`src/rtl/datapath_pkg.sv`:
```
// Shared command encodings, ULA select codes and converter state type
// for the X/Y/Z datapath stage.
package datapath_pkg;

  localparam logic [1:0] REG_HOLD   = 2'b00;
  localparam logic [1:0] REG_LOAD   = 2'b01;
  localparam logic [1:0] REG_SHIFTR = 2'b10;
  localparam logic [1:0] REG_RESET  = 2'b11;

  localparam logic ULA_ADD = 1'b0;
  localparam logic ULA_SUB = 1'b1;

  typedef enum logic {IDLE, CONV} bcd_state_t;

  // Double-dabble digit correction applied before each shift.
  function automatic logic [3:0] dd_adjust(input logic [3:0] d);
    return (d >= 4'd5) ? d + 4'd3 : d;
  endfunction

endpackage

```
`src/rtl/datapath_xyz_bin2bcd_seq.sv`:
```
// Sequential binary-to-BCD converter (double dabble), one bit per clock.
// abort has priority over start; bcd holds its last result while converting.
module bin2bcd_seq
  import datapath_pkg::*;
#(
  parameter int unsigned WIDTH  = 8,
  parameter int unsigned DIGITS = 3
) (
  input  logic                  clk,
  input  logic                  rst,
  input  logic                  start,
  input  logic                  abort,
  input  logic [WIDTH-1:0]      value,
  output logic                  busy,
  output logic [4*DIGITS-1:0]   bcd,
  output logic                  valid
);

  localparam int unsigned BW = 4 * DIGITS;
  localparam int unsigned CW = $clog2(WIDTH + 1);

  bcd_state_t        state, state_nxt;
  logic [WIDTH-1:0]  sh, sh_nxt;
  logic [BW-1:0]     acc, acc_nxt, acc_adj, acc_step;
  logic [CW-1:0]     cnt, cnt_nxt;
  logic [BW-1:0]     bcd_nxt;
  logic              valid_nxt;

  always_comb begin
    acc_adj = acc;
    for (int unsigned i = 0; i < DIGITS; i++) begin
      acc_adj[4*i +: 4] = dd_adjust(acc[4*i +: 4]);
    end
    acc_step = {acc_adj[BW-2:0], sh[WIDTH-1]};
  end

  always_comb begin
    state_nxt = state;
    sh_nxt    = sh;
    acc_nxt   = acc;
    cnt_nxt   = cnt;
    bcd_nxt   = bcd;
    valid_nxt = valid;
    if (abort) begin
      state_nxt = IDLE;
      bcd_nxt   = '0;
      valid_nxt = 1'b0;
    end else if (start) begin
      // A start while converting simply restarts from the new value.
      state_nxt = CONV;
      sh_nxt    = value;
      acc_nxt   = '0;
      cnt_nxt   = '0;
      valid_nxt = 1'b0;
    end else begin
      case (state)
        CONV: begin
          sh_nxt  = sh << 1;
          acc_nxt = acc_step;
          cnt_nxt = cnt + CW'(1);
          if (cnt == CW'(WIDTH - 1)) begin
            state_nxt = IDLE;
            bcd_nxt   = acc_step;
            valid_nxt = 1'b1;
          end
        end
        default: ;
      endcase
    end
  end

  always_ff @(posedge clk or posedge rst) begin
    if (rst) begin
      state <= IDLE;
      sh    <= '0;
      acc   <= '0;
      cnt   <= '0;
      bcd   <= '0;
      valid <= 1'b0;
    end else begin
      state <= state_nxt;
      sh    <= sh_nxt;
      acc   <= acc_nxt;
      cnt   <= cnt_nxt;
      bcd   <= bcd_nxt;
      valid <= valid_nxt;
    end
  end

  assign busy = (state == CONV);

endmodule

```
`src/rtl/datapath_xyz.sv`:
```
// X/Y/Z register datapath with add/sub ULA; every Z load launches a
// sequential BCD conversion of the loaded value for the display driver.
module datapath_xyz
  import datapath_pkg::*;
#(
  parameter int unsigned WIDTH  = 8,
  parameter int unsigned DIGITS = 3
) (
  input  logic                  clk,
  input  logic                  rst,
  input  logic [1:0]            Tx,
  input  logic [1:0]            Ty,
  input  logic [1:0]            Tz,
  input  logic                  Tula,
  input  logic [WIDTH-1:0]      Entrada,
  output logic [WIDTH-1:0]      X,
  output logic [WIDTH-1:0]      Y,
  output logic [WIDTH-1:0]      Z,
  output logic                  ovf,
  output logic                  busy,
  output logic [4*DIGITS-1:0]   bcd,
  output logic                  bcd_valid
);

  // Bit WIDTH is the carry for add and the borrow (X < Y) for sub.
  logic [WIDTH:0] ula;

  always_comb begin
    if (Tula == ULA_SUB) ula = {1'b0, X} - {1'b0, Y};
    else                 ula = {1'b0, X} + {1'b0, Y};
  end

  always_ff @(posedge clk or posedge rst) begin
    if (rst) begin
      X <= '0;
    end else begin
      case (Tx)
        REG_LOAD:   X <= Entrada;
        REG_SHIFTR: X <= X >> 1;
        REG_RESET:  X <= '0;
        default:    ;
      endcase
    end
  end

  always_ff @(posedge clk or posedge rst) begin
    if (rst) begin
      Y   <= '0;
      ovf <= 1'b0;
    end else begin
      case (Ty)
        REG_LOAD: begin
          Y   <= ula[WIDTH-1:0];
          ovf <= ula[WIDTH];
        end
        REG_SHIFTR: Y <= Y >> 1;
        REG_RESET: begin
          Y   <= '0;
          ovf <= 1'b0;
        end
        default: ;
      endcase
    end
  end

  // Shiftr on Z is reserved and behaves as hold.
  always_ff @(posedge clk or posedge rst) begin
    if (rst) begin
      Z <= '0;
    end else begin
      case (Tz)
        REG_LOAD:  Z <= Y;
        REG_RESET: Z <= '0;
        default:   ;
      endcase
    end
  end

  bin2bcd_seq #(
    .WIDTH  (WIDTH),
    .DIGITS (DIGITS)
  ) u_bcd (
    .clk   (clk),
    .rst   (rst),
    .start (Tz == REG_LOAD),
    .abort (Tz == REG_RESET),
    .value (Y),
    .busy  (busy),
    .bcd   (bcd),
    .valid (bcd_valid)
  );

endmodule

```
`config.mk`:
```
export PLATFORM = sky130hd
export DESIGN_NAME = datapath_xyz
export DESIGN_NICKNAME = d
export VERILOG_FILES = /design/src/rtl/datapath_pkg.sv /design/src/rtl/datapath_xyz_bin2bcd_seq.sv /design/src/rtl/datapath_xyz.sv
export SDC_FILE = /design/constraint.sdc
export NUM_CORES = 1
export LEC_CHECK = 0
export CORE_MARGIN = 1
export CORE_UTILIZATION = 49
export DETAILED_ROUTE_END_ITERATION = 16
export PLACE_DENSITY_LB_ADDON = 0.05
export SYNTH_ARGS = -nofsm -noshare
export SYNTH_HDL_FRONTEND = slang
export SYNTH_HIERARCHICAL = 1
export SYNTH_SLANG_ARGS = --single-unit
```
`constraint.sdc`:
```
create_clock -name clk -period 2.5 [get_ports clk]
set_clock_uncertainty 0.15 [all_clocks]
set_input_delay 0.375 -clock clk [delete_from_list [all_inputs] [get_ports clk]]
set_output_delay 0.375 -clock clk [all_outputs]
set_load 0.01 [all_outputs]
```
run_1/pdn.png
Scale bar: 20 um. Pins as bars on the die edge.
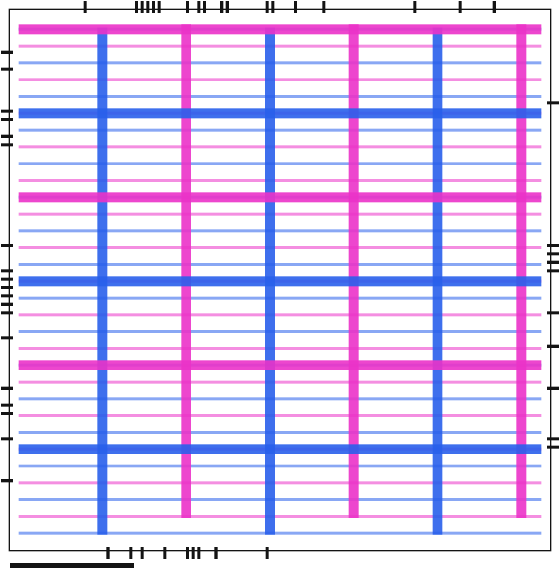
[magenta] VDD
[blue] VSS
met5 straps: 6
signal pins: 56
met4 straps: 6
rows: 30
Core ar.: 6910 um^2
Die Height: 87.4 um
highest ir drop seen on vdd: 0.547 mV
Horiz. Die Dim: 87.4 um

run_1/cell_classes.png
Scale bar: 20 um.
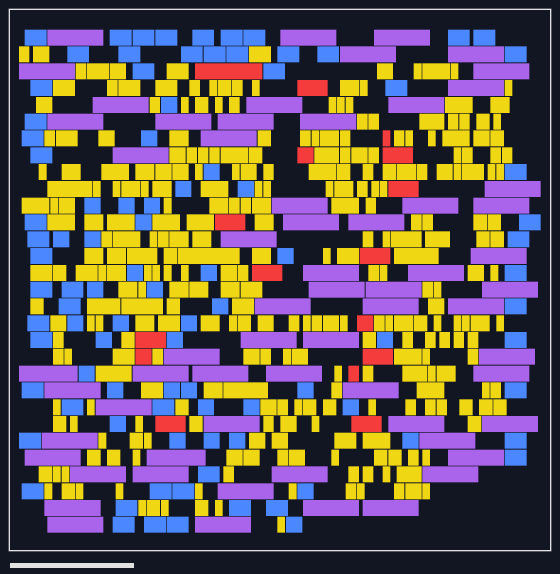
[blue] other buffers and delay cells | cells: 93 | share of their area: 18%
[red] clock drivers and dummy loads | cells: 16 | share of their area: 4.3%
[purple] flip-flops | cells: 63 | share of their area: 34%
[yellow] all other logic | cells: 297 | share of their area: 43%
number of rows in the core area: 30
flip-flop and latch share of the layout cell area: 33.5%
share of the core filled with cells in the final layout: 68.2%

==> impl_metrics.env, run 1 <==
# implementation run metrics
export IMPL_synth_chip_area_um2=3580
export IMPL_worst_setup_path_endpoint="ovf$_DFFE_PP0P_"
export IMPL_pre_cts_slack_ns=-0.209
export IMPL_final_nonclk_buf_share_pct=17.7
export IMPL_topCellsByArea="dfrtp_1, ha_1, o21ai_0"
export IMPL_cts_repair_resized=2
export IMPL_ff2ff_path_depth=9
export IMPL_enable_flop_cells=0
export IMPL_clk_insertion_delay_late_ns=0.34
export IMPL_final_layout_top_logic_cell="dfrtp_1"
export IMPL_grt_max_degree=39
export IMPL_gr_usage_met2_pct=41.4
export IMPL_worst_setup_path_type="register to register"
export IMPL_met2RoutedLength_um=4270
export IMPL_netSwitchingFraction_pct=38.9
export IMPL_crit_start="Y[0]$_DFFE_PP0P_"
export IMPL_critPathSlowestCell="or4_1"
export IMPL_avgViaCountPerCell=5.44
export IMPL_yosys_mux_area_fraction_pct=5.14
export IMPL_leakage_nw=2.01
export IMPL_htree_num_levels=3
export IMPL_synth_lib_cells_used_distinct=53
export IMPL_max_stage_delay_ns=0.50
export IMPL_area_delta_synth_final_pct=31.7
export IMPL_p_per_area_nw_per_um2=993
export IMPL_outcome="complete, but fails checks"
export IMPL_final_cell_area_um2=4710
export IMPL_max_cap_violations=0
export IMPL_detailedPlacementHpwl_um=6170
export IMPL_n_tap_cell=96
export IMPL_route_antenna_remaining_nets=0
export IMPL_place_gp_congestion=0.891
export IMPL_detailroute_wirelength_met3_um=336
export IMPL_postSynthSeqShare_pct=44.1
export IMPL_layoutNonFillerInstCount=565
export IMPL_area_share_combinational_pct=39.8
export IMPL_cellInternalPower_mw=2.86
export IMPL_highest_layer="met4"
export IMPL_power_frac_clock_pct=19.3
export IMPL_synth_xor_area_share_pct=2.69
export IMPL_num_multi_input_gates=270
export IMPL_placed_area_um2=4420
export IMPL_whs_ns=0.261
export IMPL_drt_pre_antenna_iters=4
export IMPL_async_reset_ff_share_pct=100
export IMPL_regToRegSetupSlack_ns=-0.04
export IMPL_seq_power_share_pct=33.0
export IMPL_worst_slew_pin_transition_ns=0.586
export IMPL_p_clk_mw=0.901
export IMPL_routed_wirelength_um=8700
export IMPL_clock_tree_buffer_depth=2
export IMPL_clkbuf_count=11
export IMPL_unrepaired_setup_endpoints_after_global_routing="true"
export IMPL_drc=0
export IMPL_critical_path_peak_fanout=4
export IMPL_post_route_cells_drive_above_1_share_pct=17.7
export IMPL_final_signal_buffer_count=93
export IMPL_timing_final_ws_setup_ns=-0.0365
export IMPL_synth_simple_gate_area_share_pct=16.2
export IMPL_power_group_with_the_highest_consumption="combinational cells"
export IMPL_met3_usage_pct=4.08
export IMPL_drt_iter0_markers=116
export IMPL_syn_cell_area_um2=3580
export IMPL_cts_root_buf="clkbuf_8"
export IMPL_synth_main_ff_cell="dfrtp_1"
export IMPL_first_pass_grt_wire_length_um=14400
export IMPL_cp_start_kind="register"
export IMPL_gr_max_usage_layer="met2"
export IMPL_numCtsBuffers=9
export IMPL_timing_critical_path_cells="nor3_4 -> nand2b_4 -> o41ai_4 -> xor2_1 -> ha_1 -> a21oi_1 -> o21ai_1 -> or4_1 -> nand3_1"
export IMPL_clock_sinks=63
export IMPL_critical_path_top_delay_family="simple AND/OR/NAND/NOR gates"
export IMPL_ys_warnings_count=6
export IMPL_logic_area_um2=1870
export IMPL_worstPathArrival_ns=2.67
export IMPL_layout_worst_path_cycle_share_pct=101
export IMPL_post_synthesis_register_bit_count=63
export IMPL_finalSetupViolations=1
export IMPL_io_buffers=55
export IMPL_synth_compound_area_share_pct=20.2
export IMPL_finalNetCount=498
export IMPL_netlist_instances=378
export IMPL_layout_cells_largest_class="multi-input combinational cells"
export IMPL_critical_path_endpoint_type="register"
export IMPL_power_mw=4.67
export IMPL_wl_per_cell_um=15.4
export IMPL_cts_tree="built"
export IMPL_violations="setup timing"
export IMPL_syn_avg_cell_area_um2=9.46
export IMPL_clk_pin_slew_worst_setup_hold_paths_ns=0.07
export IMPL_sequential_cell_total=63
export IMPL_final_cell_mix="dfrtp_1, clkdlybuf4s50_1, buf_4"
export IMPL_grt_ovfl_total=0
export IMPL_reg2reg_to="ovf$_DFFE_PP0P_"
export IMPL_global_route_usage_met1_pct=32.1
run_1/clock_map.png
Scale bar: 20 um.
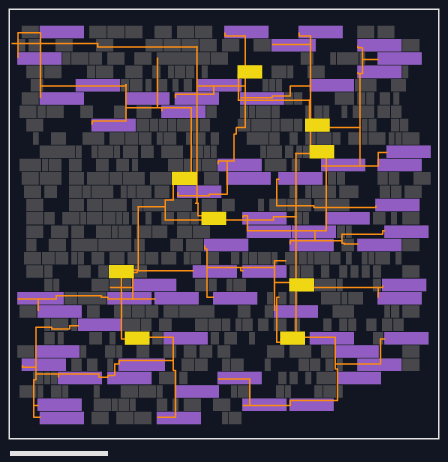
[orange] clock wires | length: 886 um
[yellow] cells driving clock nets | count: 9
[purple] flip-flops | count: 63
flops lie: all over the die
routed clock nets: 10

run_1/metal_stack.png
Two of the layers only.
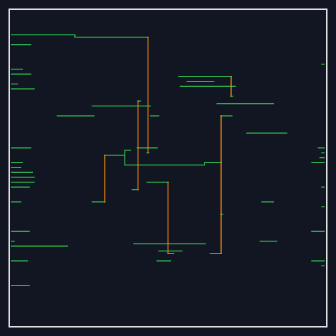
[green] met3 | wire length: 337 um
[orange] met4 | wire length: 133 um
routed vias: 3,076
Total Routing Usage GR: 24.7%

-- run 1: worst reg2reg max path: stages (launching register included) --
cell and delay, ns:
dfrtp_2 0.44, nor3_4 0.25, nand2b_4 0.09, o41ai_4 0.22, xor2_1 0.24, ha_1 0.29
a21oi_1 0.12, o21ai_1 0.09, or4_1 0.50, nand3_1 0.09
-- run 1: synth_stat cells, types with 6 or more instances --
cell type,n
ha_1,16
clkbuf_1,9
o22ai_1,16
nand2b_1,8
dfrtp_1,63
nand2_1,38
xnor2_1,9
o21ai_0,34
inv_1,26
a21oi_1,21
nor2_1,22
nand3b_1,6
nor3_1,6
o21ai_1,11
a22oi_1,11
mux2i_1,15
--- run 2 (diff from run 1) ---
--- a/config.mk
+++ b/config.mk
@@ -5,9 +5,9 @@
 export SDC_FILE = /design/constraint.sdc
 export NUM_CORES = 1
 export LEC_CHECK = 0
-export CORE_MARGIN = 1
 export CORE_UTILIZATION = 49
 export DETAILED_ROUTE_END_ITERATION = 16
+export MAX_ROUTING_LAYER = met4
 export PLACE_DENSITY_LB_ADDON = 0.05
 export SYNTH_ARGS = -nofsm -noshare
 export SYNTH_HDL_FRONTEND = slang
run_2/metal_stack.png
Two of the layers only.
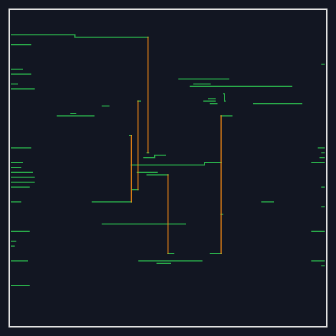
[green] met3 | wire length: 323 um
[orange] met4 | wire length: 135 um

==> impl_metrics.env, run 2 <==
# implementation run metrics
export IMPL_outcome="complete, but fails checks"
export IMPL_violations="setup timing"
export IMPL_power_group_with_the_highest_consumption="combinational cells"
export IMPL_regToRegSetupSlack_ns=-0.03
export IMPL_worst_setup_path_endpoint="ovf$_DFFE_PP0P_"
export IMPL_max_slew_margin_rel_pct=60.7
export IMPL_area_delta_synth_final_pct=31.7
export IMPL_cp_required_ns=2.63
export IMPL_drt_pre_antenna_iters=4
export IMPL_ys_warnings_count=6
export IMPL_cts_repair_timing_setup_buffer_count=0
export IMPL_p_per_area_nw_per_um2=991
export IMPL_max_stage_delay_ns=0.50
export IMPL_switching_pwr_mw=1.81
export IMPL_synth_main_ff_cell="dfrtp_1"
export IMPL_number_of_rows_in_the_core_area=30
export IMPL_worstHoldPathType="input port to async pin"
export IMPL_powerComb_mw=2.23
export IMPL_critical_path_endpoint_type="register"
export IMPL_worstPathArrival_ns=2.65
export IMPL_enable_flop_cells=0
export IMPL_netSwitchingFraction_pct=38.8
export IMPL_routed_wirelength_um=8670
export IMPL_clk_insertion_delay_late_ns=0.34
export IMPL_finalNetCount=498
export IMPL_horiz_die_dim_um=87.4
export IMPL_place_gp_congestion=0.906
export IMPL_topCellsByArea="dfrtp_1, ha_1, o21ai_0"
export IMPL_max_cap_violations=0
export IMPL_inverters=27
export IMPL_cts_tree="built"
export IMPL_power_frac_clock_pct=19.2
export IMPL_synth_simple_gate_area_share_pct=16.2
export IMPL_cellInternalPower_mw=2.86
export IMPL_avgViaCountPerCell=5.46
export IMPL_yosysTopAreaCell="dfrtp_1"
export IMPL_syn_cell_area_um2=3580
export IMPL_stage_log_warnings=30
export IMPL_synth_lib_cells_used_distinct=53
export IMPL_synth_xor_area_share_pct=2.69
export IMPL_grt_antenna_before_repair=0
export IMPL_die_area_um2=7650
export IMPL_route_antenna_remaining_nets=0
export IMPL_final_signal_buffer_count=93
export IMPL_synth_net_count=412
export IMPL_drc=0
export IMPL_yosys_mux_area_fraction_pct=5.14
export IMPL_final_layout_top_logic_cell="dfrtp_1"
export IMPL_worst_setup_path_type="register to register"
export IMPL_achievable_freq_mhz=396
export IMPL_placeableCoreArea_um2=6910
export IMPL_first_pass_grt_wire_length_um=14500
export IMPL_layout_worst_path_cycle_share_pct=101
export IMPL_yosys_cells=378
export IMPL_cp_start_kind="register"
export IMPL_reg2reg_to="ovf$_DFFE_PP0P_"
export IMPL_report_final_hold_viol_count=0
export IMPL_clock_tree_buffer_depth=2
export IMPL_logic_area_um2=1870
export IMPL_post_synthesis_register_bit_count=63
export IMPL_timing_critical_path_cells="nor3_4 -> nand2b_4 -> o41ai_4 -> xor2_1 -> ha_1 -> a21oi_1 -> o21ai_1 -> or4_1 -> nand3_1"
export IMPL_post_route_cells_drive_above_1_share_pct=17.7
export IMPL_ff2ff_path_depth=9
export IMPL_p_clk_mw=0.898
export IMPL_syn_avg_cell_area_um2=9.46
export IMPL_layout_clock_cell_area_share_pct=4.22
export IMPL_synth_compound_area_share_pct=20.2
export IMPL_area_share_combinational_pct=39.8
export IMPL_top_regs="u_bcd/acc x12, u_bcd/bcd x12"
export IMPL_via_count=3084
export IMPL_timing_final_ws_setup_ns=-0.0270
export IMPL_ys_top_logic_family="AND-OR/OR-AND gates"
export IMPL_max_vdd_ir_drop_mv=0.547
export IMPL_detailedPlacementHpwl_um=6170
export IMPL_clk_pin_slew_worst_setup_hold_paths_ns=0.07
export IMPL_die_height_um=87.4
export IMPL_critical_path_top_delay_family="simple AND/OR/NAND/NOR gates"
export IMPL_clock_sinks=63
export IMPL_area_sequential_um2=1580
export IMPL_grt_max_degree=39
export IMPL_finalSetupViolations=1
export IMPL_cp_depth=9
export IMPL_whs_ns=0.264
export IMPL_critPathSlowestCell="or4_1"
export IMPL_worst_slew_pin_transition_ns=0.588
export IMPL_critical_path_peak_fanout=4
export IMPL_clkbuf_count=11
export IMPL_htree_num_levels=3
export IMPL_wl_per_cell_um=15.4
export IMPL_track_usage_pct=25.6
export IMPL_leakage_nw=2.01
export IMPL_antenna_diode_count=0
export IMPL_crit_start="Y[0]$_DFFE_PP0P_"
export IMPL_num_multi_input_gates=270
export IMPL_async_reset_ff_share_pct=100
export IMPL_seq_area_share_pct=33.5
export IMPL_cts_repair_resized=2
export IMPL_io_pin_count=56
export IMPL_drt_iter0_markers=116
export IMPL_clock_period_minus_worst_slack_ns=2.53
export IMPL_synth_chip_area_um2=3580
export IMPL_slew_viol_final=0
export IMPL_io_buffers=55
export IMPL_timing_rr_start="Y[0]$_DFFE_PP0P_"
export IMPL_post_synth_most_frequent_cells="dfrtp_1, nand2_1, o21ai_0"
export IMPL_most_common_cell="dfrtp_1"
export IMPL_cp_buffers_inverters=0
export IMPL_numCtsBuffers=9
export IMPL_floorplan_initialDensity_pct=51.8
export IMPL_layout_cells_largest_class="multi-input combinational cells"
export IMPL_cts_root_buf="clkbuf_8"
export IMPL_grt_ovfl_total=0
export IMPL_netlist_instances=378
export IMPL_combinationalPowerShare_pct=47.7
export IMPL_final_cell_mix="dfrtp_1, clkdlybuf4s50_1, buf_4"
export IMPL_unrepaired_setup_endpoints_after_global_routing="true"
export IMPL_final_nonclk_buf_share_pct=17.7
export IMPL_postCtsHoldBufs=0
export IMPL_postSynthSeqShare_pct=44.1
export IMPL_seq_power_share_pct=33.1
run_2/final_placement.png
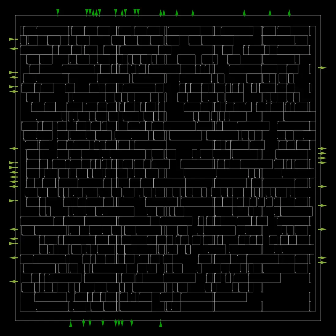
Well-Tap Cells: 96
flip-flops: 63
filler cell count: 585
count of non-filler cells in the finished layout: 565

[run 2: cell counts after synthesis]
Identical to the previous run, type by type.
[run 2: stage by stage]
stage | std cells | total power, mW | util, % | instance area (um^2) | setup slack [ns]
after detailed placement | 546 | 3.60 | 63.9 | 4420 | -0.209
after CTS | 562 | 4.51 | 66.8 | 4620 | 0.0200
after floorplan | 378 | 2.76 | - | 3580 | 0.0594
after global routing | 565 | 5.01 | 68.2 | 4710 | -0.155
after global placement | 546 | 3.54 | 63.9 | 4420 | -0.132
final | 565 | 4.67 | 68.2 | 4710 | -0.0270
[run 2: layer usage]
layer	track usage (%)	share of wire, %	vias up	routed length [um]
met3	4.17	3.7	13	323
met1	32.7	45	1476	3950
met4	9.09	1.5	0	134
li1	-	-	1520	-
met5	-	0	-	0
met2	41.1	49	75	4270
run_2/cell_classes.png
Scale bar: 20 um.
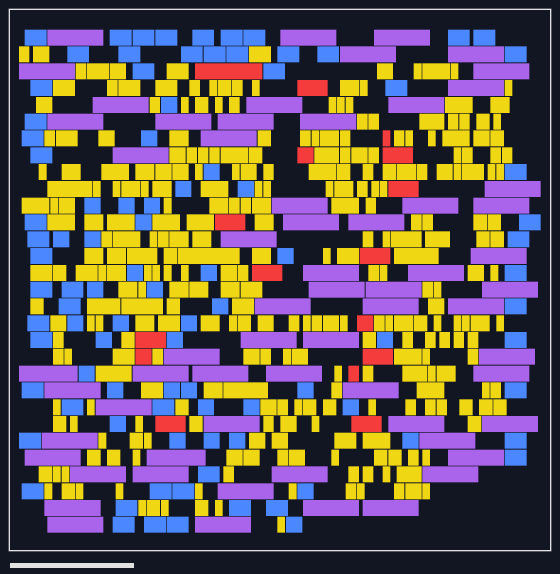

--- run 3 (diff from run 2) ---
--- a/config.mk
+++ b/config.mk
@@ -5,9 +5,8 @@
 export SDC_FILE = /design/constraint.sdc
 export NUM_CORES = 1
 export LEC_CHECK = 0
-export CORE_UTILIZATION = 49
+export CORE_UTILIZATION = 30
 export DETAILED_ROUTE_END_ITERATION = 16
-export MAX_ROUTING_LAYER = met4
 export PLACE_DENSITY_LB_ADDON = 0.05
 export SYNTH_ARGS = -nofsm -noshare
 export SYNTH_HDL_FRONTEND = slang
run_3/cell_classes.png
Scale bar: 20 um.
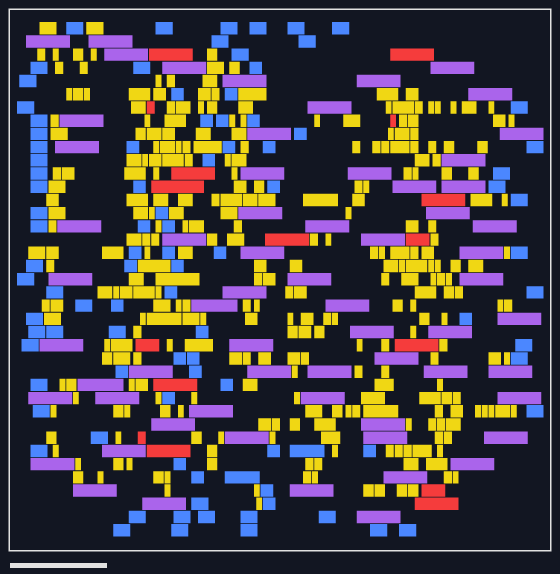
[yellow] all other logic | cells: 297 | share of their area: 42%
[red] clock drivers and dummy loads | cells: 16 | share of their area: 6.6%
[purple] flip-flops | cells: 63 | share of their area: 33%
[blue] other buffers and delay cells | cells: 94 | share of their area: 18%

==> impl_metrics.env, run 3 <==
# implementation run metrics
export IMPL_outcome="complete, but fails checks"
export IMPL_violations="DRC"
export IMPL_area_share_combinational_pct=38.1
export IMPL_unrepaired_setup_endpoints_after_global_routing="true"
export IMPL_reg2reg_to="ovf$_DFFE_PP0P_"
export IMPL_finalSetupViolations=0
export IMPL_p_per_area_nw_per_um2=1030
export IMPL_number_of_rows_in_the_core_area=39
export IMPL_die_height_um=111
export IMPL_synth_simple_gate_area_share_pct=16.2
export IMPL_synth_lib_cells_used_distinct=53
export IMPL_area_delta_synth_final_pct=37.2
export IMPL_clock_period_minus_worst_slack_ns=2.48
export IMPL_max_cap_violations=0
export IMPL_gr_usage_met2_pct=29.0
export IMPL_clkbuf_count=13
export IMPL_most_common_cell="dfrtp_1"
export IMPL_num_multi_input_gates=270
export IMPL_yosys_cells=378
export IMPL_drc=4
export IMPL_worst_setup_path_type="register to register"
export IMPL_clock_tree_buffer_depth=2
export IMPL_routed_wirelength_um=9720
export IMPL_via_count=3092
export IMPL_timing_final_ws_setup_ns=0.0191
export IMPL_worstHoldPathType="input port to async pin"
export IMPL_cellInternalPower_mw=3.23
export IMPL_placeableCoreArea_um2=11500
export IMPL_global_route_usage_met1_pct=20.7
export IMPL_synth_chip_area_um2=3580
export IMPL_first_pass_grt_wire_length_um=16500
export IMPL_post_synth_most_frequent_cells="dfrtp_1, nand2_1, o21ai_0"
export IMPL_place_gp_congestion=0.850
export IMPL_cts_root_buf="clkbuf_16"
export IMPL_placedCellCount=594
export IMPL_grt_max_degree=39
export IMPL_inverters=27
export IMPL_wl_per_cell_um=15.9
export IMPL_seq_area_share_pct=32.2
export IMPL_numCtsBuffers=9
export IMPL_grt_antenna_before_repair=0
export IMPL_die_area_um2=12400
export IMPL_logic_area_um2=1870
export IMPL_final_cell_area_um2=4910
export IMPL_final_layout_top_logic_cell="dfrtp_1"
export IMPL_power_frac_clock_pct=26.0
export IMPL_syn_cell_area_um2=3580
export IMPL_sequential_cell_total=63
export IMPL_track_usage_pct=17.0
export IMPL_post_route_cells_drive_above_1_share_pct=17.7
export IMPL_seq_power_share_pct=30.1
export IMPL_powerComb_mw=2.22
export IMPL_worst_setup_path_endpoint="ovf$_DFFE_PP0P_"
export IMPL_worst_slew_pin_transition_ns=0.578
export IMPL_layout_clock_cell_area_share_pct=6.32
export IMPL_synth_compound_area_share_pct=20.2
export IMPL_max_slew_margin_rel_pct=61.4
export IMPL_synth_main_ff_cell="dfrtp_1"
export IMPL_met2RoutedLength_um=4790
export IMPL_leakage_nw=2.08
export IMPL_stage_log_warnings=30
export IMPL_cp_required_ns=2.63
export IMPL_route_antenna_remaining_nets=0
export IMPL_netSwitchingFraction_pct=36.4
export IMPL_cp_start_kind="register"
export IMPL_drt_iter0_markers=166
export IMPL_final_signal_buffer_count=94
export IMPL_crit_start="Y[1]$_DFFE_PP0P_"
export IMPL_enable_flop_cells=0
export IMPL_final_nonclk_buf_share_pct=17.7
export IMPL_critical_path_peak_fanout=4
export IMPL_critical_path_endpoint_type="register"
run_3/final_placement.png
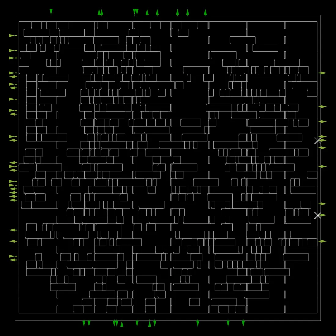
count of non-filler cells in the finished layout: 613
filler cell count: 1,159

[run 3: through the flow]
stage                     TNS, ns  hold WS, ns
after floorplan                 0        0.252
after global placement     -0.508        0.322
after detailed placement   -0.557        0.328
after CTS                       0        0.292
after global routing       -0.287        0.320
final                           0        0.283
[run 3: timing repair]
| item | 4_1_cts | 5_1_grt |
|---|---|---|
| setup endpoints to repair | 1 | 4 |
| hold buffers | 0 | 0 |
| setup buffers | 1 | 2 |
| gates resized | 4 | 15 |
| pin swaps | 2 | 6 |
| hold endpoints to repair | 0 | 0 |
[run 3: worst max-delay path, cell delays in order, from the launching register on]
cell	delay (ns)
dfrtp_2	0.43
inv_1	0.11
ha_4	0.14
nor3b_4	0.24
nor2_1	0.08
xnor2_1	0.13
ha_1	0.34
nand2_1	0.12
a211oi_1	0.07
or4_1	0.52
nand3_1	0.09
Power is estimated from default activity; no workload was simulated.
